`config.mk`:
```
export PLATFORM = sky130hd
export DESIGN_NAME = nest_stream_fifo
export DESIGN_NICKNAME = d
export VERILOG_FILES = /design/src/rtl/nest_stream_pkg.sv /design/src/rtl/nest_stream_fifo_mem.sv /design/src/rtl/nest_stream_fifo.sv
export SDC_FILE = /design/constraint.sdc
export NUM_CORES = 1
export LEC_CHECK = 0
export CAP_MARGIN = 20
export CORE_ASPECT_RATIO = 2
export CORE_MARGIN = 4
export CORE_UTILIZATION = 45
export CTS_CLUSTER_SIZE = 28
export DETAILED_ROUTE_END_ITERATION = 10
export GPL_ROUTABILITY_DRIVEN = 1
export PLACE_DENSITY = 0.73
export SLEW_MARGIN = 0
export SYNTH_ARGS = -nofsm -noshare
export SYNTH_HDL_FRONTEND = slang
export SYNTH_HIERARCHICAL = 1
export SYNTH_SLANG_ARGS = --single-unit
```
`constraint.sdc`:
```
create_clock -name clk -period 2.2 [get_ports clk]
set_input_delay 0.44 -clock clk [delete_from_list [all_inputs] [get_ports clk]]
set_output_delay 0.44 -clock clk [all_outputs]
set_load 0.05 [all_outputs]
```
`src/rtl/nest_stream_pkg.sv`:
```
// Shared types and constants for the nested-port stream FIFO.
// Optional statistics are enabled by defining NEST_STREAM_FIFO_STATS_EN.
package nest_stream_pkg;

  // Default payload width used by the beat_t convenience type
  localparam int BEAT_W_DEF = 8;

  // Width of the saturating stall counter exported with the statistics
  localparam int STALL_CNT_W = 16;

  typedef logic [BEAT_W_DEF-1:0] beat_t;

  // Coarse occupancy classification, used by the sanity assertions
  typedef enum logic [1:0] {
    ST_EMPTY,
    ST_PARTIAL,
    ST_FULL
  } fifo_state_e;

endpackage : nest_stream_pkg

```
`src/rtl/nest_stream_fifo_mem.sv`:
```
// Storage array for the stream FIFO: one synchronous write port and one
// asynchronous read port. Contents are deliberately never reset.
module nest_stream_fifo_mem #(
  parameter int DATA_W = 8,
  parameter int DEPTH  = 4,
  localparam int AW    = $clog2(DEPTH)
) (
  input  logic              clk,
  input  logic              i_wrEn,
  input  logic [AW-1:0]     i_wrAddr,
  input  logic [DATA_W-1:0] i_wrData,
  input  logic [AW-1:0]     i_rdAddr,
  output logic [DATA_W-1:0] o_rdData
);

  logic [DATA_W-1:0] r_mem [DEPTH];

  // Capture the incoming beat at the write pointer when a push is accepted
  always_ff @(posedge clk) begin
    if (i_wrEn) begin
      r_mem[i_wrAddr] <= i_wrData;
    end
  end

  assign o_rdData = r_mem[i_rdAddr];

endmodule : nest_stream_fifo_mem

```
`src/rtl/nest_stream_fifo.sv`:
```
// Elastic valid/ready FIFO between a producer and a nested-port consumer.
// Holds the read/write pointers, the occupancy level and the handshake logic.
// Defining NEST_STREAM_FIFO_STATS_EN adds the stall_cnt and peak_level ports.
module nest_stream_fifo
  import nest_stream_pkg::*;
#(
  parameter int DATA_W  = 8,
  parameter int DEPTH   = 4,
  localparam int CNT_W  = $clog2(DEPTH) + 1
) (
  input  logic              clk,
  input  logic              rst_n,
  input  logic              in_valid,
  input  logic [DATA_W-1:0] in_data,
  output logic              in_ready,
  output logic              out_valid,
  output logic [DATA_W-1:0] out_data,
  input  logic              out_ready,
  output logic [CNT_W-1:0]  level
`ifdef NEST_STREAM_FIFO_STATS_EN
  ,
  output logic [STALL_CNT_W-1:0] stall_cnt,
  output logic [CNT_W-1:0]       peak_level
`endif
);

  localparam int AW = $clog2(DEPTH);
  localparam logic [CNT_W-1:0] FULL_LVL = CNT_W'(DEPTH);

  logic [AW-1:0]     r_wrPtr;
  logic [AW-1:0]     r_rdPtr;
  logic [CNT_W-1:0]  r_level;
  logic              r_outOfReset;
  logic [CNT_W-1:0]  w_levelNext;
  logic              w_push;
  logic              w_pop;
  logic              w_outValid;
  logic [DATA_W-1:0] w_rdData;
  fifo_state_e       w_state;

  nest_stream_fifo_mem #(
    .DATA_W (DATA_W),
    .DEPTH  (DEPTH)
  ) u_mem (
    .clk      (clk),
    .i_wrEn   (w_push),
    .i_wrAddr (r_wrPtr),
    .i_wrData (in_data),
    .i_rdAddr (r_rdPtr),
    .o_rdData (w_rdData)
  );

  // Handshakes depend only on registered state, so no input-to-output paths
  assign in_ready   = r_outOfReset & (r_level != FULL_LVL);
  assign w_outValid = (r_level != '0);
  assign out_valid  = w_outValid;
  assign out_data   = w_outValid ? w_rdData : '0;
  assign level      = r_level;
  assign w_push     = in_valid & in_ready;
  assign w_pop      = w_outValid & out_ready;

  // Next occupancy: push and pop on the same edge cancel out
  always_comb begin
    w_levelNext = r_level;
    case ({w_push, w_pop})
      2'b10:   w_levelNext = r_level + CNT_W'(1);
      2'b01:   w_levelNext = r_level - CNT_W'(1);
      default: w_levelNext = r_level;
    endcase
  end

  // Pointers wrap naturally at DEPTH; in_ready opens on the first edge out of reset
  always_ff @(posedge clk or negedge rst_n) begin
    if (!rst_n) begin
      r_wrPtr      <= '0;
      r_rdPtr      <= '0;
      r_level      <= '0;
      r_outOfReset <= 1'b0;
    end else begin
      r_outOfReset <= 1'b1;
      r_level      <= w_levelNext;
      if (w_push) begin
        r_wrPtr <= r_wrPtr + AW'(1);
      end
      if (w_pop) begin
        r_rdPtr <= r_rdPtr + AW'(1);
      end
    end
  end

  // Classify occupancy for the consistency checks below
  always_comb begin
    w_state = ST_PARTIAL;
    if (r_level == '0) begin
      w_state = ST_EMPTY;
    end else if (r_level == FULL_LVL) begin
      w_state = ST_FULL;
    end
  end

`ifdef NEST_STREAM_FIFO_STATS_EN
  logic [STALL_CNT_W-1:0] r_stallCnt;
  logic [CNT_W-1:0]       r_peakLevel;

  // Count back-pressured cycles (saturating) and track the highest occupancy seen
  always_ff @(posedge clk or negedge rst_n) begin
    if (!rst_n) begin
      r_stallCnt  <= '0;
      r_peakLevel <= '0;
    end else begin
      if (w_outValid && !out_ready && (r_stallCnt != '1)) begin
        r_stallCnt <= r_stallCnt + STALL_CNT_W'(1);
      end
      if (w_levelNext > r_peakLevel) begin
        r_peakLevel <= w_levelNext;
      end
    end
  end

  assign stall_cnt  = r_stallCnt;
  assign peak_level = r_peakLevel;
`endif

`ifndef SYNTHESIS
  // Occupancy can never exceed the storage size
  a_levelBound: assert property (@(posedge clk) disable iff (!rst_n)
    r_level <= FULL_LVL);

  // A full FIFO must never accept a beat
  a_noPushFull: assert property (@(posedge clk) disable iff (!rst_n)
    (w_state == ST_FULL) |-> !w_push);

  // An empty FIFO must never present a beat
  a_noPopEmpty: assert property (@(posedge clk) disable iff (!rst_n)
    (w_state == ST_EMPTY) |-> !w_pop);
`endif

endmodule : nest_stream_fifo
```
run_1/gates.png
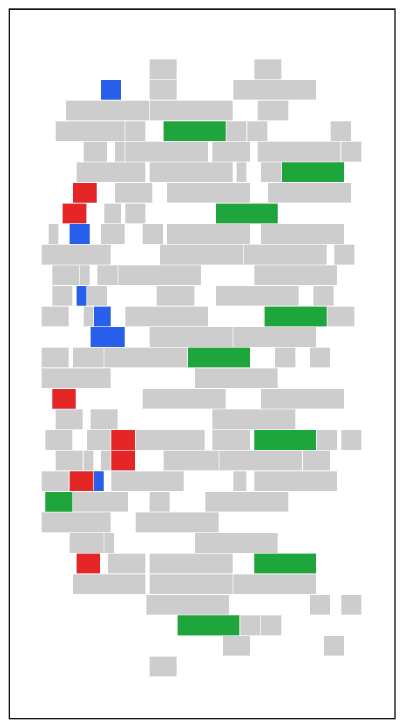
Key: xor and xnor cells = red [cells 7, most used xor2_1]; mux cells = green [cells 9, most used mux4_2]; nor cells = blue [cells 6]

run_1/m1.png
Supply wires on this layer in grey.
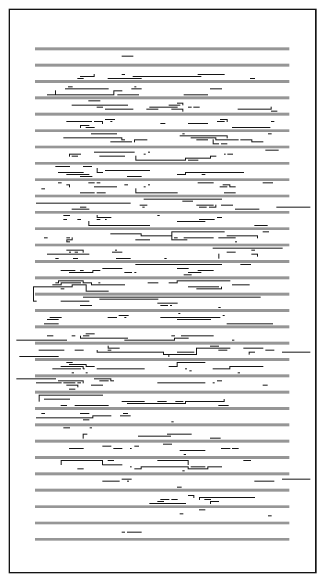
The longest straight run is 29.4 µm. The layer carries 932 µm of wire. The layer holds 34% of the routed length. 119 nets have wire on it.

run_1/m2.png
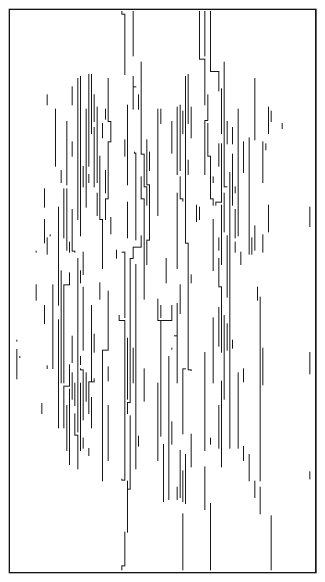
The layer carries 1,630 µm of wire. The longest straight run is 45.9 µm.

==> flow_metrics.env, run 1 <==
# source this file to load flow results
export IMPL_die_width_um=50.8
export IMPL_grt_most_used_layer="met2"
export IMPL_timing_setup_critical_path_class="reg -> out"
export IMPL_postSynthNetCount=101
export IMPL_sw_frac_of_total_pct=39.8
export IMPL_common_cells="sky130_fd_sc_hd__edfxtp_1 (32), sky130_fd_sc_hd__and2_2 (8), sky130_fd_sc_hd__dfrtp_1 (8), sky130_fd_sc_hd__mux4_2 (8), sky130_fd_sc_hd__xor2_1 (5)"
export IMPL_floorplan_initialDensity_pct=47.6
export IMPL_total_power_mw=2.98
export IMPL_wl_met3_um=102
export IMPL_post_synth_top_area_fraction_pct=58.4
export IMPL_path_delay_family="multiplexers"
export IMPL_yosysTopAreaCell="sky130_fd_sc_hd__edfxtp_1"
export IMPL_placement_setup_worst_slack_ns=-0.0322
export IMPL_synth_area_per_cell_um2=18.9
export IMPL_post_synth_fa_ha_maj_area_fraction_pct=1.98
export IMPL_area_growth_pct=24.6
export IMPL_total_sequential_power_mw=1.09
export IMPL_clock_skew_final_ns=0.00724
export IMPL_edf_count=32
export IMPL_globalRoute_totalOverflow=0
export IMPL_detailed_placement_hpwl_um=1970
export IMPL_run_status="complete, no violations"
export IMPL_post_route_cells_drive_above_1_share_pct=36.6
export IMPL_signal_buffers=31
export IMPL_cts_hold_repair_buffers=0
export IMPL_yosys_stat_cells=87
export IMPL_tritoncts_clock_tree="built"
export IMPL_timing_final_hold_violations=0
export IMPL_die_area_mm2=0.00475
export IMPL_synth_cellmix_compoundShare_pct=0
export IMPL_worst_slack_ns=0.0805
export IMPL_timing_max_transition_violations_final=0
export IMPL_vdd_ir_drop_max_v=0.00103
run_1/clock_nets.png
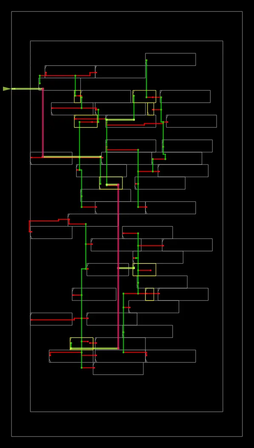

--- run 2 (diff from run 1) ---
- ABC_AREA: unset -> 1
- PLACE_DENSITY: 0.73 -> 0.72
- SYNTH_HIERARCHICAL: 1 -> unset
run_2/clock_nets.png
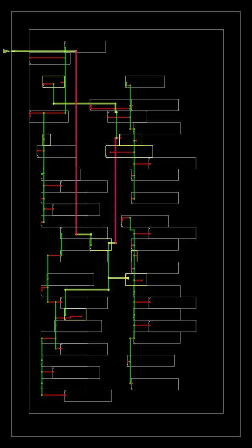
Clock Latency Late Sink: 0.28 ns
count of clock tree sinks: 40

run_2/m1.png
Supply wires on this layer in grey.
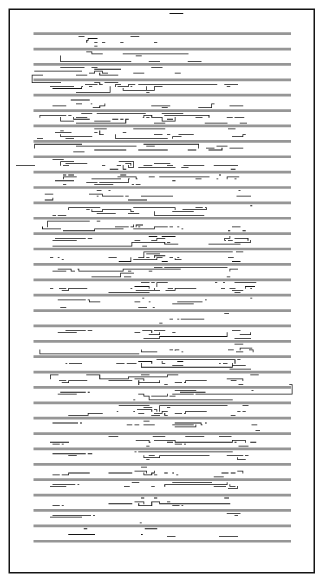
205 nets have wire on it. The layer carries 1,210 µm of wire. The layer holds 36% of the routed length.

==> run 2 against run 1 <==
Compared with the run above:
- first-iteration DRC count rose to 2.6 times the previous value
- cell area up 21%
- total power up 30%
- area after synthesis up 14%
- critical path type unchanged
- synthesized cell count up 110%
- highest routed layer unchanged
- die size up 12%
- worst hold slack worse by 0.0023 ns
- largest cell class unchanged
- clock power up 26%
- flip-flop count unchanged
==> flow_metrics.env, run 2 <==
# source this file to load flow results
export IMPL_tritoncts_clock_tree="built"
export IMPL_total_power_mw=3.88
export IMPL_placement_setup_worst_slack_ns=0.102
export IMPL_post_synth_fa_ha_maj_area_fraction_pct=4.39
export IMPL_wl_met3_um=97
export IMPL_clock_skew_final_ns=0.00186
export IMPL_die_area_mm2=0.00534
export IMPL_timing_setup_critical_path_class="reg -> out"
export IMPL_n_clock_buffer=6
export IMPL_area_growth_pct=32.4
export IMPL_run_status="complete, no violations"
export IMPL_nNetsFinal=239
export IMPL_yosysTopAreaCell="sky130_fd_sc_hd__edfxtp_1"
export IMPL_signal_buffers=33
export IMPL_drc=0
export IMPL_sw_frac_of_total_pct=43.0
export IMPL_common_cells="sky130_fd_sc_hd__inv_1 (46), sky130_fd_sc_hd__nand2_1 (44), sky130_fd_sc_hd__edfxtp_1 (32)"
export IMPL_grt_most_used_layer="met2"
export IMPL_slowest_stage="sky130_fd_sc_hd__clkdlybuf4s50_1"
export IMPL_globalRoute_totalOverflow=0
export IMPL_synth_area_per_cell_um2=10.2
export IMPL_final_common_cell="sky130_fd_sc_hd__inv_1"
export IMPL_total_sequential_power_mw=1.04
export IMPL_post_synth_top_area_fraction_pct=51.1
export IMPL_path_delay_family="buffers and inverters"
export IMPL_detailed_placement_hpwl_um=2510
export IMPL_synth_cellmix_compoundShare_pct=2.86
export IMPL_timing_max_transition_violations_final=0
export IMPL_post_route_cells_drive_above_1_share_pct=19.4
export IMPL_floorplan_initialDensity_pct=46.0
export IMPL_worst_endpoint_data_arrival_time_ns=1.68
export IMPL_core_mm2=0.00409
export IMPL_yosys_stat_cells=185
export IMPL_postSynthNetCount=203
export IMPL_critical_path_startpoint_type="flip-flop"
export IMPL_cts_hold_repair_buffers=0
export IMPL_aggregate_global_route_resource_usage_pct=15.0
export IMPL_edf_count=32
export IMPL_die_width_um=53.7
export IMPL_fin_cells=274
export IMPL_layout_cells_largest_class="flip-flops and latches"
export IMPL_yosys_stat_chipArea_mm2=0.00188
export IMPL_grt_setup_unrepaired="no"
export IMPL_grt_use_met2_pct=27.4
export IMPL_vdd_ir_drop_max_v=0.000894
run_2/gates.png
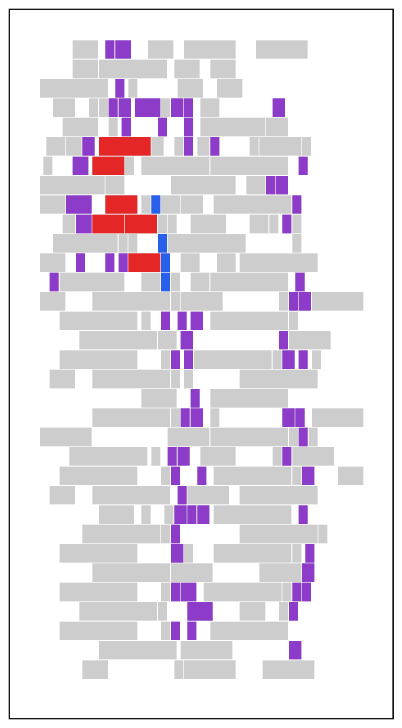

--- run 3 (diff from run 2) ---
- CTS_BUF_LIST: unset -> sky130_fd_sc_hd__clkbuf_2
- SYNTH_HIERARCHICAL: unset -> 1
run_3/gates.png
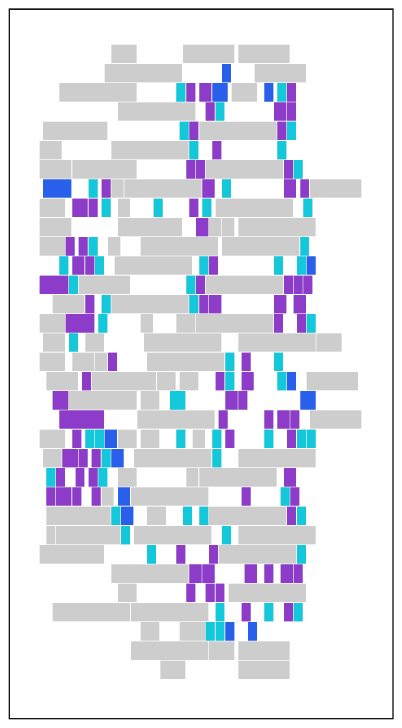
Key: nor cells = blue [cells 13, most used nor2_1]; inv cells = cyan [cells 58, most used inv_1]; nand cells = purple [cells 81, most used nand2_1]

run_3/m3.png
Bar = 20 µm. Cells faint in the background.
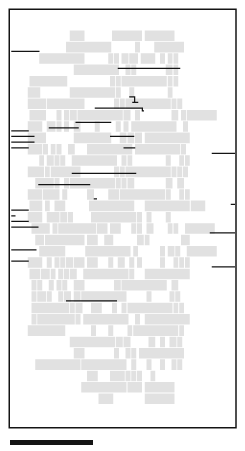
21 nets have wire on it. The longest straight run is 15.2 µm. The layer carries 159 µm of wire. The wires run mostly horizontal. The layer holds 4.4% of the routed length.

==> run 3 against run 2 <==
Compared with the run above:
- count of clock-buffer cells in the layout increased by 1
- fmax increased by 1.3%
- non-clock buffer count increased by 2
- core utilization decreased by 2.4 points
- combinational power decreased by 5%
- largest cell class unchanged
- flip-flop count unchanged
- clock skew increased by 0.0039 ns
- register-to-register slack got worse by 0.06 ns
==> flow_metrics.env, run 3 <==
# source this file to load flow results
export IMPL_run_status="complete, no violations"
export IMPL_path_delay_family="flip-flops"
export IMPL_worst_endpoint_required_ns=1.76
export IMPL_signal_buffers=35
export IMPL_post_synth_top_count_cell="sky130_fd_sc_hd__nand2_1"
export IMPL_seqAreaFraction_pct=48.7
export IMPL_cts_hold_repair_buffers=0
export IMPL_vdd_ir_drop_max_v=0.00114
export IMPL_detailed_placement_hpwl_um=2580
export IMPL_fin_cells=294
export IMPL_core_mm2=0.00409
export IMPL_aggregate_global_route_resource_usage_pct=15.3
export IMPL_post_route_min_period_ns=2.10
export IMPL_nNetsFinal=255
export IMPL_globalRoute_totalOverflow=0
export IMPL_post_synth_fa_ha_maj_area_fraction_pct=1.71
export IMPL_sw_frac_of_total_pct=46.0
export IMPL_critical_path_startpoint_type="flip-flop"
export IMPL_grt_setup_unrepaired="no"
export IMPL_synth_cellmix_compoundShare_pct=0.525
export IMPL_drc=0
export IMPL_post_route_cells_drive_above_1_share_pct=16.5
export IMPL_filler_cell_count=355
export IMPL_placement_setup_worst_slack_ns=0.115
export IMPL_postSynthNetCount=217
export IMPL_slowest_stage="sky130_fd_sc_hd__dfrtp_2"
export IMPL_tritoncts_clock_tree="built"
export IMPL_yosys_stat_cells=203
export IMPL_layout_cells_largest_class="flip-flops and latches"
export IMPL_synth_area_per_cell_um2=9.39
export IMPL_grt_most_used_layer="met2"
export IMPL_yosys_stat_chipArea_mm2=0.00191
export IMPL_total_power_mw=3.53
export IMPL_slew_headroom_pct=66.2
export IMPL_yosysTopAreaCell="sky130_fd_sc_hd__edfxtp_1"
export IMPL_n_clock_buffer=7
export IMPL_edf_count=32
export IMPL_r2r_setup_slack_ns=0.34
export IMPL_part_of_the_cycle_the_worst_path_needs_pct=95.3
export IMPL_total_length_of_routed_wires_um=3610
export IMPL_drt_first_pass_iters=4
export IMPL_timing_setup_critical_path_class="reg -> out"
export IMPL_clock_latency_ns=0.38
export IMPL_floorplan_initialDensity_pct=46.6
export IMPL_worst_endpoint_data_arrival_time_ns=1.66
export IMPL_post_synth_top_area_fraction_pct=50.4
export IMPL_area_growth_pct=25.3
export IMPL_common_cells="sky130_fd_sc_hd__nand2_1 (57), sky130_fd_sc_hd__inv_1 (55), sky130_fd_sc_hd__edfxtp_1 (32)"
export IMPL_total_sequential_power_mw=1.05
export IMPL_wl_met3_um=159
Power figures rest on the tool's default switching activity, not on a simulated workload.
